### src/rtl/instr_dcd_burst_pkg.sv
// Shared definitions for the SPI instruction decoder: instruction byte layout,
// default address width and FSM state encodings.
package instr_dcd_burst_pkg;

  localparam int ADDR_W_DEF = 6;

  // Instruction byte layout; the address occupies the low ADDR_W bits.
  localparam int RW_BIT    = 7;
  localparam int BURST_BIT = 6;

  typedef logic [1:0] state_t;

  localparam state_t ST_IDLE    = 2'd0;
  localparam state_t ST_FETCH   = 2'd1;
  localparam state_t ST_DATA    = 2'd2;
  localparam state_t ST_DISCARD = 2'd3;

endpackage

### src/rtl/instr_dcd_burst.sv
// SPI-side instruction decoder with burst auto-increment, read prefetch from a
// 1-cycle registered register file, and overrun reporting past MAX_BURST bytes.
module instr_dcd_burst
  import instr_dcd_burst_pkg::*;
#(
  parameter int ADDR_W    = ADDR_W_DEF,
  parameter int MAX_BURST = 16
) (
  input  logic              clk,
  input  logic              rst_n,
  input  logic              cs_n,
  input  logic              byte_sync,
  input  logic [7:0]        data_in,
  output logic [7:0]        data_out,
  output logic              read,
  output logic              write,
  output logic [ADDR_W-1:0] addr,
  input  logic [7:0]        data_read,
  output logic [7:0]        data_write,
  output logic              busy,
  output logic              overrun
);

  localparam int               CNT_W   = $clog2(MAX_BURST + 1);
  localparam logic [CNT_W-1:0] MAX_CNT = CNT_W'(MAX_BURST);

  state_t           state;
  logic             rw_q;
  logic             burst_q;
  logic [CNT_W-1:0] count;
  logic [CNT_W-1:0] count_nxt;
  // inc_pend: address bump owed one cycle after a data byte.
  // load_pend: register file data arrives this cycle and must be captured.
  logic             inc_pend;
  logic             load_pend;

  assign count_nxt = count + CNT_W'(1);
  assign busy      = (state != ST_IDLE);

  // NOTE: the reset is asynchronous and active-low, so it sits in the sensitivity
  // list; every state bit returns to its reset value the moment rst_n falls.
  always_ff @(posedge clk or negedge rst_n) begin
    if (!rst_n) begin
      state      <= ST_IDLE;
      rw_q       <= 1'b0;
      burst_q    <= 1'b0;
      count      <= '0;
      inc_pend   <= 1'b0;
      load_pend  <= 1'b0;
      addr       <= '0;
      data_out   <= 8'h00;
      data_write <= 8'h00;
      read       <= 1'b0;
      write      <= 1'b0;
      overrun    <= 1'b0;
    end else begin
      // NOTE: non-blocking assignments throughout, so every branch below sees the
      // pre-edge values and the strobes default low before any branch raises them.
      read    <= 1'b0;
      write   <= 1'b0;
      overrun <= 1'b0;

      if (cs_n) begin
        // Chip select dominates: frame aborted, pending work and any byte dropped.
        state     <= ST_IDLE;
        inc_pend  <= 1'b0;
        load_pend <= 1'b0;
        data_out  <= 8'h00;
      end else begin
        case (state)
          ST_IDLE: begin
            if (byte_sync) begin
              rw_q      <= data_in[RW_BIT];
              burst_q   <= data_in[BURST_BIT];
              addr      <= data_in[ADDR_W-1:0];
              count     <= '0;
              inc_pend  <= 1'b0;
              load_pend <= 1'b0;
              if (data_in[RW_BIT]) begin
                data_out <= 8'h00;
                state    <= ST_DATA;
              end else begin
                read  <= 1'b1;
                state <= ST_FETCH;
              end
            end
          end

          ST_FETCH: begin
            // The read strobe is visible this cycle; its data lands next cycle.
            load_pend <= 1'b1;
            state     <= ST_DATA;
            if (byte_sync) begin
              overrun <= 1'b1;
            end
          end

          ST_DATA: begin
            if (load_pend) begin
              data_out  <= data_read;
              load_pend <= 1'b0;
            end else if (inc_pend) begin
              addr     <= addr + ADDR_W'(1);
              inc_pend <= 1'b0;
              if (!rw_q) begin
                read  <= 1'b1;
                state <= ST_FETCH;
              end
            end else if (byte_sync) begin
              count <= count_nxt;
              if (rw_q) begin
                write      <= 1'b1;
                data_write <= data_in;
              end
              if (!burst_q) begin
                state    <= ST_IDLE;
                data_out <= 8'h00;
              end else if (count_nxt == MAX_CNT) begin
                state    <= ST_DISCARD;
                data_out <= 8'h00;
              end else begin
                inc_pend <= 1'b1;
              end
            end
          end

          ST_DISCARD: begin
            if (byte_sync) begin
              overrun <= 1'b1;
            end
          end

          default: begin
            state <= ST_IDLE;
          end
        endcase
      end
    end
  end

endmodule

### config.mk
export PLATFORM = sky130hd
export DESIGN_NAME = instr_dcd_burst
export DESIGN_NICKNAME = d
export VERILOG_FILES = /design/src/rtl/instr_dcd_burst_pkg.sv /design/src/rtl/instr_dcd_burst.sv
export SDC_FILE = /design/constraint.sdc
export NUM_CORES = 1
export LEC_CHECK = 0
export ABC_CLOCK_PERIOD_IN_PS = 3500
export CORE_ASPECT_RATIO = 1.25
export CORE_MARGIN = 4
export CORE_UTILIZATION = 52
export DETAILED_ROUTE_END_ITERATION = 8
export PLACE_DENSITY = 0.92
export SYNTH_ARGS = -nofsm -noshare
export SYNTH_HDL_FRONTEND = slang
export SYNTH_SLANG_ARGS = --single-unit
### constraint.sdc
create_clock -name clk -period 3.5 [get_ports clk]
set_input_delay 0.7 -clock clk [delete_from_list [all_inputs] [get_ports clk]]
set_output_delay 0.7 -clock clk [all_outputs]
set_load 0.02 [all_outputs]
==> run notes, run 1 <==
fresh numbers from the pnr run: Async SR Flop Fraction=100%, post-route antenna net violation count=0, Req. time, crit path=2.80 ns, Final Hold Viols=0, Yosys top cell by instances=dfrtp_1, Simple-Gate Fraction of Synth Area=17.0%, CTS tree=yes, yosys stat area=1820 µm², synth-to-layout area growth=31.3%, sw power=718 µW, TNS Setup=0 ns, power per cell area=781 nW/µm², Netlist Area Pre-Place=1820 µm², Layout non-clock buf frac=19.3%, row cnt=23, first-pass GRT wire length=7.12 mm, Gate power share=45.6%, clock buffer count from CTS=5, OpenROAD warnings=28, HP Class=in -> async, status=complete, no violations, mi-comb count=122, Tapcell Cnt=37, CTS sink count=36, largest net degree at the start of global routing=37, Clock Path Buffers=2, Root Buffer=clkbuf_8, crit start category=register, initial core utilization=55.5%, Post-Synth XOR/XNOR Area=0%, sequential area share after synthesis=49.5%, CTS Hold Bufs=0
run 1: placed cells by master, fill, tap and decap left out, types with 3 or more instances in the layout:
master,netlist,layout
nand3_1,11,11
clkbuf_8,0,5
nor3_1,3,3
a22o_1,8,8
o22ai_1,6,6
ha_1,5,5
a21oi_1,9,9
nand2_1,12,12
nor2_1,10,10
inv_1,5,5
mux2_2,10,10
clkdlybuf4s50_1,0,44
o21ai_0,8,8
a211o_1,3,3
dfrtp_1,36,36
nand3b_1,3,3
run 1: through the flow:
stage | power, mW | cell area (µm²) | utilization, % | setup WS (ns) | std cells
3_5_place_dp | 1.51 | 2280 | 69.6 | 0.701 | 248
4_1_cts | 1.88 | 2390 | 72.9 | 0.951 | 256
2_1_floorplan | 1.17 | 1820 | - | 1.40 | 173
5_1_grt | 2.00 | 2390 | 72.9 | 0.849 | 256
3_3_place_gp | 1.47 | 2280 | 69.6 | 0.745 | 248
6_report | 1.87 | 2390 | 72.9 | 0.953 | 256
run 1: critical path, cell delays in order (launching register included):
cell	delay, ns
dfrtp_1	0.51
inv_1	0.11
ha_1	0.28
inv_1	0.07
clkdlybuf4s50_1	0.59
run 1: power groups by stage:
stage	sequential, mW	combinational (mW)	clock, mW
4_1_cts	0.655	0.856	0.365
2_1_floorplan	0.733	0.436	0
3_3_place_gp	0.650	0.823	0
3_5_place_dp	0.660	0.848	0
6_report	0.655	0.850	0.361
5_1_grt	0.675	0.936	0.386
run 1: flip-flops by register name (all words and copies together), names as in the netlist, 2 cells and up:
name and flops:
addr 6, data_out 8, state 2, data_write 8
count 5
run 1: metal layers:
layer,vias up,GRT usage (%),share of wire [%]
met1,743,26.3,40
met3,17,6.42,5.8
met5,-,0,0
met4,0,9.40,2.9
li1,738,-,-
met2,56,34.6,51
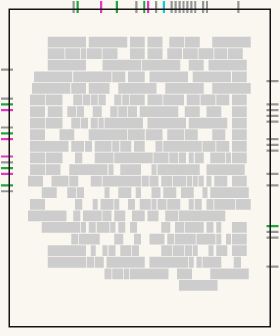
*Pin map, run 1*
Pins as bars across the die edge, other pins in gray.
- cyan: write (pins 1; direction output; edge top)
- green: data_in (pins 8; direction input; edge 4 left, 3 top, 1 right)
- magenta: addr (pins 6; direction output; edge 4 left, 2 top)
- all pins by edge: 19 top, 14 right, 13 left
chip width: 60.9 µm
PortBufs: 45

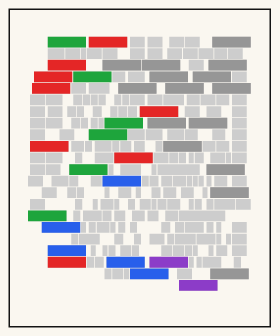
*Sequential cells colored by netlist name, run 1*
Other sequential cells in the stronger gray, the rest of the logic in the fainter gray.
- purple: state (sequential cells 2)
- blue: count (sequential cells 5; where bottom center)
- red: data_write (sequential cells 8)
- green: addr (sequential cells 6)
Seq area share: 37.7%
seq pwr: 655 µW
Util after Layout: 72.9%
register area: 901 µm²

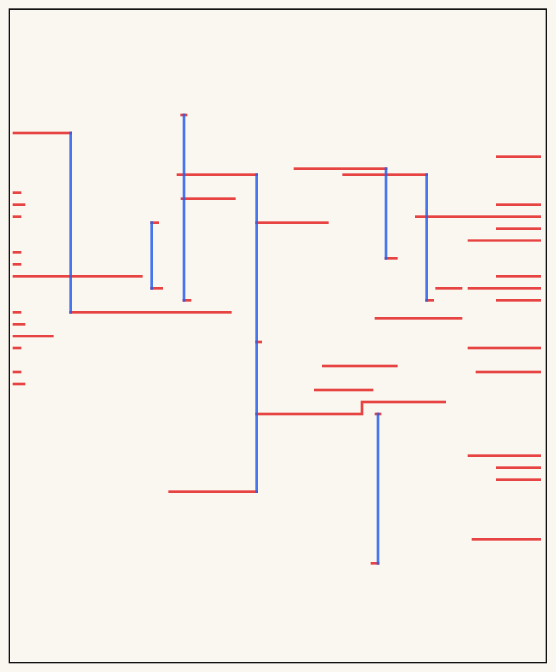
*Wiring by layer, run 1*
Two of the layers only.
- blue: met4 (wire length 127 µm)
- red: met3 (wire length 255 µm)

## Run 2: what changed since run 1
--- a/config.mk
+++ b/config.mk
@@ -5,12 +5,12 @@
 export SDC_FILE = /design/constraint.sdc
 export NUM_CORES = 1
 export LEC_CHECK = 0
-export ABC_CLOCK_PERIOD_IN_PS = 3500
+export ABC_CLOCK_PERIOD_IN_PS = 2650
 export CORE_ASPECT_RATIO = 1.25
 export CORE_MARGIN = 4
-export CORE_UTILIZATION = 52
+export CORE_UTILIZATION = 48
 export DETAILED_ROUTE_END_ITERATION = 8
-export PLACE_DENSITY = 0.92
+export PLACE_DENSITY = 0.86
 export SYNTH_ARGS = -nofsm -noshare
 export SYNTH_HDL_FRONTEND = slang
 export SYNTH_SLANG_ARGS = --single-unit
==> constraint.sdc (replaced) <==
create_clock -name clk -period 2.65 [get_ports clk]
set_input_delay 0.53 -clock clk [delete_from_list [all_inputs] [get_ports clk]]
set_output_delay 0.53 -clock clk [all_outputs]
set_load 0.02 [all_outputs]
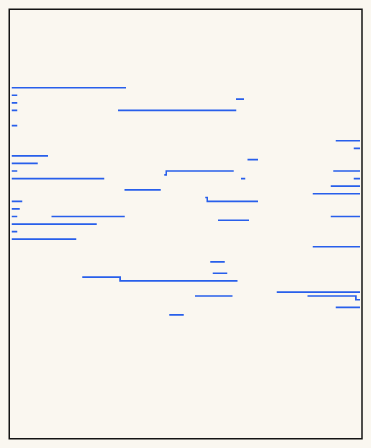
*Signal wires on met3, run 2*
- main direction: horizontal
- wire length on this layer: 258 µm
- nets with wire on the layer: 35

==> run 2 against run 1 <==
  * Non-clock buffer count rose by 4
  * Setup slack got worse by 0.74 ns
  * Largest power group unchanged
  * Synthesized area did not move
==> run notes, run 2 <==
fresh numbers from the pnr run: most frequent CP cell=inv_1, largest net degree at the start of global routing=37, critical path cell sequence=inv_1, ha_1, inv_1, clkdlybuf4s50_1, Tapcell Cnt=39, Req. time, crit path=2.12 ns, yosys stat area=1820 µm², row cnt=24, first-pass GRT wire length=7.51 mm, status=complete, no violations, sequential area share after synthesis=49.5%, Final Hold Viols=0, Clock Path Buffers=2, setup ws final=0.213 ns, overall power=2.48 mW, Yosys top cell by instances=dfrtp_1, most frequent logic cells in the routed design=45 x clkdlybuf4s50_1, 36 x dfrtp_1, 12 x nand2_1, 11 x nand3_1, synth-to-layout area growth=33.4%, Async SR Flop Fraction=100%, HP Class=reg -> reg, power per cell area=1020 nW/µm², Seq area share=37.1%, crit start category=register, Crit path max-delay family=buffers and inverters, chip width=63.1 µm, Root Buffer=clkbuf_8, Layout non-clock buf frac=20.4%, Place WS=0.248 ns, CTS tree=yes, Netlist Area Pre-Place=1820 µm², top flop regs=data_out (8), data_write (8), addr (6), clock buffer count from CTS=5, initial core utilization=50.9%
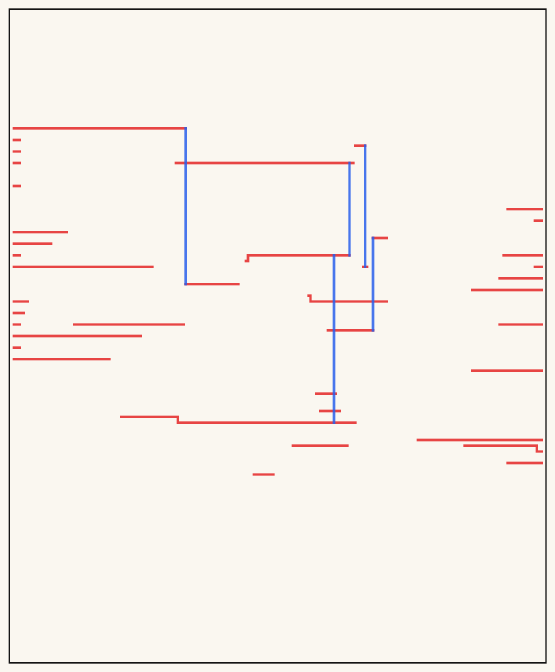
*Wiring by layer, run 2*
Two of the layers only.
- blue: met4 (wire length 74.1 µm)
- red: met3 (wire length 258 µm)

run 2: netlist changes by cell type in the layout (fill, tap and decap cells not counted):
| cell | before | now |
|---|---|---|
| clkdlybuf4s50_1 | 44 | 45 |
| buf_2 | 1 | 0 |
| buf_4 | 2 | 6 |
run 2: cell families after synthesis:
group / share of synthesized area [%]
AND-OR/OR-AND: 20.3
flip-flops: 49.5
adder cells (fa/ha/maj): 3.44
AND/OR/NAND/NOR: 17.0
multiplexers: 6.19
buffers and inverters: 3.64
run 2: through the flow:
step	cell area [µm²]	utilization, %
after floorplan	1820	-
after global placement	2320	65.0
after detailed placement	2320	65.0
after CTS	2430	68.0
after global routing	2430	68.0
final	2430	68.0
run 2: report_power, final:
part	switching, mW	internal [mW]
sequential	0.154	0.705
clock	0.196	0.279
combinational	0.600	0.545
total	0.949	1.53
run 2: worst paths after layout:
kind                                              start                   endpoint  slack (ns)  cells past startpoint
worst min-delay path            data_out[6]$_DFFE_PN0P_    data_out[6]$_DFFE_PN0P_        0.50                      1
worst max register to register     state[0]$_DFFE_PN0P_  data_write[2]$_DFFE_PN0P_        0.40                      7
min in group asynchronous                         rst_n  data_write[4]$_DFFE_PN0P_        0.65                      2
max in group asynchronous                         rst_n       count[0]$_DFFE_PN0P_        1.67                      2
worst min register to register  data_out[6]$_DFFE_PN0P_    data_out[6]$_DFFE_PN0P_        0.50                      1
worst max-delay path               state[0]$_DFFE_PN0P_                       busy        0.21                      4
run 2: layer usage:
metal	vias up	global-route usage, %	part of all wire (%)
li1	736	-	-
met1	729	23.1	42
met2	49	32.8	51
met3	10	6.73	6.0
met4	0	5.74	1.7
met5	-	0	0
Power is estimated from default activity; no workload was simulated.
